==> config.mk <==
export PLATFORM = sky130hd
export DESIGN_NAME = seven_seg_scan_ctrl
export DESIGN_NICKNAME = d
export VERILOG_FILES = /design/src/rtl/seven_seg_pkg.sv /design/src/rtl/seven_seg_bin2bcd.sv /design/src/rtl/seven_seg_scan_ctrl.sv
export SDC_FILE = /design/constraint.sdc
export NUM_CORES = 1
export LEC_CHECK = 0
export CAP_MARGIN = 20
export CORE_MARGIN = 5
export CORE_UTILIZATION = 45
export CTS_CLUSTER_SIZE = 40
export DETAILED_ROUTE_END_ITERATION = 7
export PLACE_DENSITY = 0.7
export REMOVE_ABC_BUFFERS = 1
export SKIP_LAST_GASP = 1
export SYNTH_ARGS = -nofsm -noshare
export SYNTH_HDL_FRONTEND = slang
export SYNTH_SLANG_ARGS = --single-unit
==> constraint.sdc <==
create_clock -name Clk -period 2.1 [get_ports Clk]
set_clock_uncertainty 0.2 [all_clocks]
set_input_delay 0.21 -clock Clk [delete_from_list [all_inputs] [get_ports Clk]]
set_output_delay 0.21 -clock Clk [all_outputs]
set_load 0.01 [all_outputs]
==> src/rtl/seven_seg_pkg.sv <==
// rtl/seven_seg_pkg.sv - shared constants, state encoding and segment decode for the seven-segment scan controller
package seven_seg_pkg;

  localparam int DIGIT_CNT = 3;
  localparam int BCD_W     = 4 * DIGIT_CNT;

  // Segment patterns, bit0=a ... bit6=g, active-high
  localparam logic [6:0] SEG_0     = 7'h3F;
  localparam logic [6:0] SEG_1     = 7'h06;
  localparam logic [6:0] SEG_2     = 7'h5B;
  localparam logic [6:0] SEG_3     = 7'h4F;
  localparam logic [6:0] SEG_4     = 7'h66;
  localparam logic [6:0] SEG_5     = 7'h6D;
  localparam logic [6:0] SEG_6     = 7'h7D;
  localparam logic [6:0] SEG_7     = 7'h07;
  localparam logic [6:0] SEG_8     = 7'h7F;
  localparam logic [6:0] SEG_9     = 7'h6F;
  localparam logic [6:0] SEG_BLANK = 7'h00;

  typedef logic [1:0] state_t;
  localparam state_t IDLE   = 2'd0;
  localparam state_t SHIFT  = 2'd1;
  localparam state_t COMMIT = 2'd2;

  function automatic logic [6:0] seg_decode(input logic [3:0] nib);
    logic [6:0] seg;
    case (nib)
      4'd0:    seg = SEG_0;
      4'd1:    seg = SEG_1;
      4'd2:    seg = SEG_2;
      4'd3:    seg = SEG_3;
      4'd4:    seg = SEG_4;
      4'd5:    seg = SEG_5;
      4'd6:    seg = SEG_6;
      4'd7:    seg = SEG_7;
      4'd8:    seg = SEG_8;
      4'd9:    seg = SEG_9;
      default: seg = SEG_BLANK;
    endcase
    return seg;
  endfunction

endpackage

==> src/rtl/seven_seg_bin2bcd.sv <==
// rtl/seven_seg_bin2bcd.sv - sequential double-dabble binary to BCD, one input bit per cycle
module seven_seg_bin2bcd
  import seven_seg_pkg::*;
#(
  parameter int DATA_W = 7
) (
  input  logic              clk,
  input  logic              rst_n,
  input  logic              start,
  input  logic [DATA_W-1:0] data_in,
  output logic              done,
  output logic [BCD_W-1:0]  bcd
);

  localparam int SR_W  = BCD_W + DATA_W;
  localparam int CNT_W = $clog2(DATA_W + 1);

  logic [SR_W-1:0]  sreg;
  logic [SR_W-1:0]  sreg_adj;
  logic [CNT_W-1:0] cnt;
  logic             active;

  always_comb begin
    sreg_adj = sreg;
    for (int i = 0; i < DIGIT_CNT; i++) begin
      if (sreg[DATA_W + 4*i +: 4] >= 4'd5)
        sreg_adj[DATA_W + 4*i +: 4] = sreg[DATA_W + 4*i +: 4] + 4'd3;
    end
  end

  always_ff @(posedge clk or negedge rst_n) begin
    if (!rst_n) begin
      sreg   <= '0;
      cnt    <= '0;
      active <= 1'b0;
    end else if (start) begin
      sreg   <= {{BCD_W{1'b0}}, data_in};
      cnt    <= CNT_W'(DATA_W);
      active <= 1'b1;
    end else if (active) begin
      sreg <= {sreg_adj[SR_W-2:0], 1'b0};
      cnt  <= cnt - CNT_W'(1);
      if (cnt == CNT_W'(1))
        active <= 1'b0;
    end
  end

  // Asserted during the cycle whose closing edge performs the final shift
  assign done = active && (cnt == CNT_W'(1));
  assign bcd  = sreg[SR_W-1 -: BCD_W];

endmodule

==> src/rtl/seven_seg_scan_ctrl.sv <==
// rtl/seven_seg_scan_ctrl.sv - 3-digit multiplexed seven-segment controller with handshake input and BCD conversion
module seven_seg_scan_ctrl
  import seven_seg_pkg::*;
#(
  parameter int DATA_W     = 7,
  parameter int NUM_DIGITS = 3,
  parameter int SCAN_DIV   = 1000,
  parameter int BLANK_LZ   = 1
) (
  input  logic                  Clk,
  input  logic                  Rst_n,
  input  logic [DATA_W-1:0]     DataIn,
  input  logic                  DataValid,
  output logic                  DataReady,
  output logic                  Busy,
  output logic [6:0]            SegOut,
  output logic [NUM_DIGITS-1:0] DigitEn
);

  localparam int PRE_W = (SCAN_DIV > 1) ? $clog2(SCAN_DIV) : 1;

  state_t           state;
  logic [BCD_W-1:0] disp;
  logic [BCD_W-1:0] conv_bcd;
  logic             conv_done;
  logic             accept;
  logic [PRE_W-1:0] presc;
  logic [1:0]       idx;
  logic [3:0]       cur_nib;
  logic             cur_blank;

  assign DataReady = (state == IDLE);
  assign Busy      = (state != IDLE);
  assign accept    = DataValid && DataReady;

  seven_seg_bin2bcd #(.DATA_W(DATA_W)) u_bin2bcd (
    .clk     (Clk),
    .rst_n   (Rst_n),
    .start   (accept),
    .data_in (DataIn),
    .done    (conv_done),
    .bcd     (conv_bcd)
  );

  always_ff @(posedge Clk or negedge Rst_n) begin
    if (!Rst_n) begin
      state <= IDLE;
      disp  <= '0;
    end else begin
      case (state)
        IDLE:    if (accept) state <= SHIFT;
        SHIFT:   if (conv_done) state <= COMMIT;
        COMMIT: begin
          disp  <= conv_bcd;
          state <= IDLE;
        end
        default: state <= IDLE;
      endcase
    end
  end

  // Scan timing runs freely, unaffected by conversions in flight
  always_ff @(posedge Clk or negedge Rst_n) begin
    if (!Rst_n) begin
      presc <= '0;
      idx   <= '0;
    end else if (presc == PRE_W'(SCAN_DIV - 1)) begin
      presc <= '0;
      idx   <= (idx == 2'(NUM_DIGITS - 1)) ? 2'd0 : idx + 2'd1;
    end else begin
      presc <= presc + PRE_W'(1);
    end
  end

  always_comb begin
    cur_nib   = disp[3:0];
    cur_blank = 1'b0;
    case (idx)
      2'd0: begin
        cur_nib   = disp[11:8];
        cur_blank = (BLANK_LZ != 0) && (disp[11:8] == 4'd0);
      end
      2'd1: begin
        cur_nib   = disp[7:4];
        cur_blank = (BLANK_LZ != 0) && (disp[11:4] == 8'd0);
      end
      default: ;
    endcase
  end

  // Segment and enable registers share an edge so the bus never ghosts
  always_ff @(posedge Clk or negedge Rst_n) begin
    if (!Rst_n) begin
      SegOut  <= SEG_BLANK;
      DigitEn <= '0;
    end else begin
      SegOut  <= cur_blank ? SEG_BLANK : seg_decode(cur_nib);
      DigitEn <= NUM_DIGITS'(1) << idx;
    end
  end

endmodule

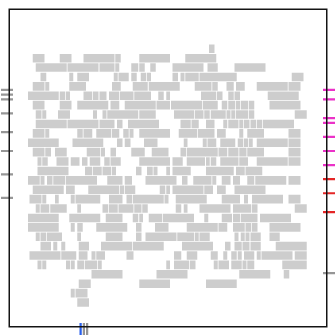
(images/io_placement.png)
Pins as bars across the die edge, other pins in gray.
DataValid: shown in blue, pins 1, direction input, edge bottom. SegOut: shown in magenta, pins 7, direction output, edge right. DigitEn: shown in red, pins 3, direction output, edge right.
All pins by edge: 11 right, 8 left, 3 bottom.

==> run notes <==
The run has ended; figures from its reports follow.

The clock-cell share of area came out at 0.0594. The horizontal die dimension reported for this design is 91.5 um. The final period utilization is 0.971. The most critical hold endpoint after final layout shows a slack of 0.207 ns. The H-tree was split into 3 levels. Setup repair after global routing could not meet its margin everywhere. The number of antenna diodes in the final layout is 0. Relative to the synthesized area, the layout overhead comes to 19.8%. The sequential fraction of design power is 0.394.

The total combinational power is 1.57 mW. The combined flip-flop and latch cell area is 1480 sq um. Non-clock buffers in the final layout number 35.

The number of global-route vias before repair came out at 2035. The detailed-routed wire length on met3 came out at 257 um. The flow ran to the end, and the final reports show no timing, DRC or antenna violations.

The depth of the critical timing path with buffers and inverters included is 8. In the final report, the number of hold violations comes to 0. Setup slack on the worst path after placement came out at -0.00885 ns. The clock latency on the worst-skew pair came out at 0.33 ns.

The critical-path maximum fanout came out at 3. Detailed placement reports a standard cell area of 3330 sq um. The floorplan report gives the top-level pin count as 22. The number of buffers and inverters on the critical path is 1. The number of detailed-routing iterations run before antenna repair is 4.

The netlist area before placement came out at 2990 sq um. According to the timing report, the data required time at the worst endpoint equals 2.13 ns. Leaving out buffers and inverters, the combinational logic in the layout accounts for 1400 sq um. The number of maximum-capacitance constraint violations came out at 0. The clock network consumes a total of 1.07 mW. The OpenROAD report gives the critical path a data arrival time of 2.07 ns. The sequential fraction of the synthesis area came out at 0.494.

The clock network fraction of total power came out at 0.246. The floorplan row count came out at 29. The floorplan utilization came out at 0.468. By instance count, the leading cell after synthesis is sky130_fd_sc_hd__dfrtp_1. The number of antenna violations at the first check in global routing is 0. The relative slew slack is 0.598.

Entering global routing, the biggest net connects 60 pins. The critical path in this run is classified as register to register.
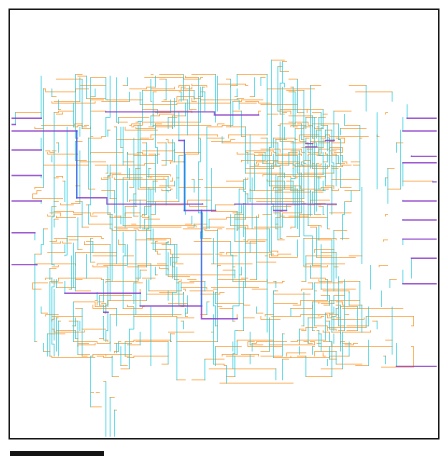
(images/wires.png)
Bar = 20 um.
metal 2: shown in cyan, wire length 2480 um. metal 1: shown in orange, wire length 2430 um. metal 4: shown in blue, wire length 49.6 um. metal 3: shown in purple, wire length 258 um.

-- state kept, by name, indices dropped and copies added, names as in the netlist --
register and flops:
DigitEn 3, SegOut 7, disp 12, idx 2
presc 10, state 2, u_bin2bcd.active 1, u_bin2bcd.cnt 3
u_bin2bcd.sreg 19
-- kinds of logic after synthesis --
| logic type | share of synthesized area |
|---|---|
| and+or+nand+nor | 0.150 |
| DFF | 0.494 |
| muxes | 0.0993 |
| xor gates and xnor gates | 0.0411 |
| adders and majority gates | 0.0587 |
| buffers and inverters | 0.0431 |
| AOI/OAI and AO/OA | 0.113 |
-- through the flow --
step,power (mW),TNS (ns)
after global placement,3.22,0
final,4.35,0
after global routing,4.70,-0.0411
after CTS,4.38,0
after detailed placement,3.28,-0.00885
after floorplan,2.75,-0.281
No activity file was given, so power comes from the tool's default toggle rates.
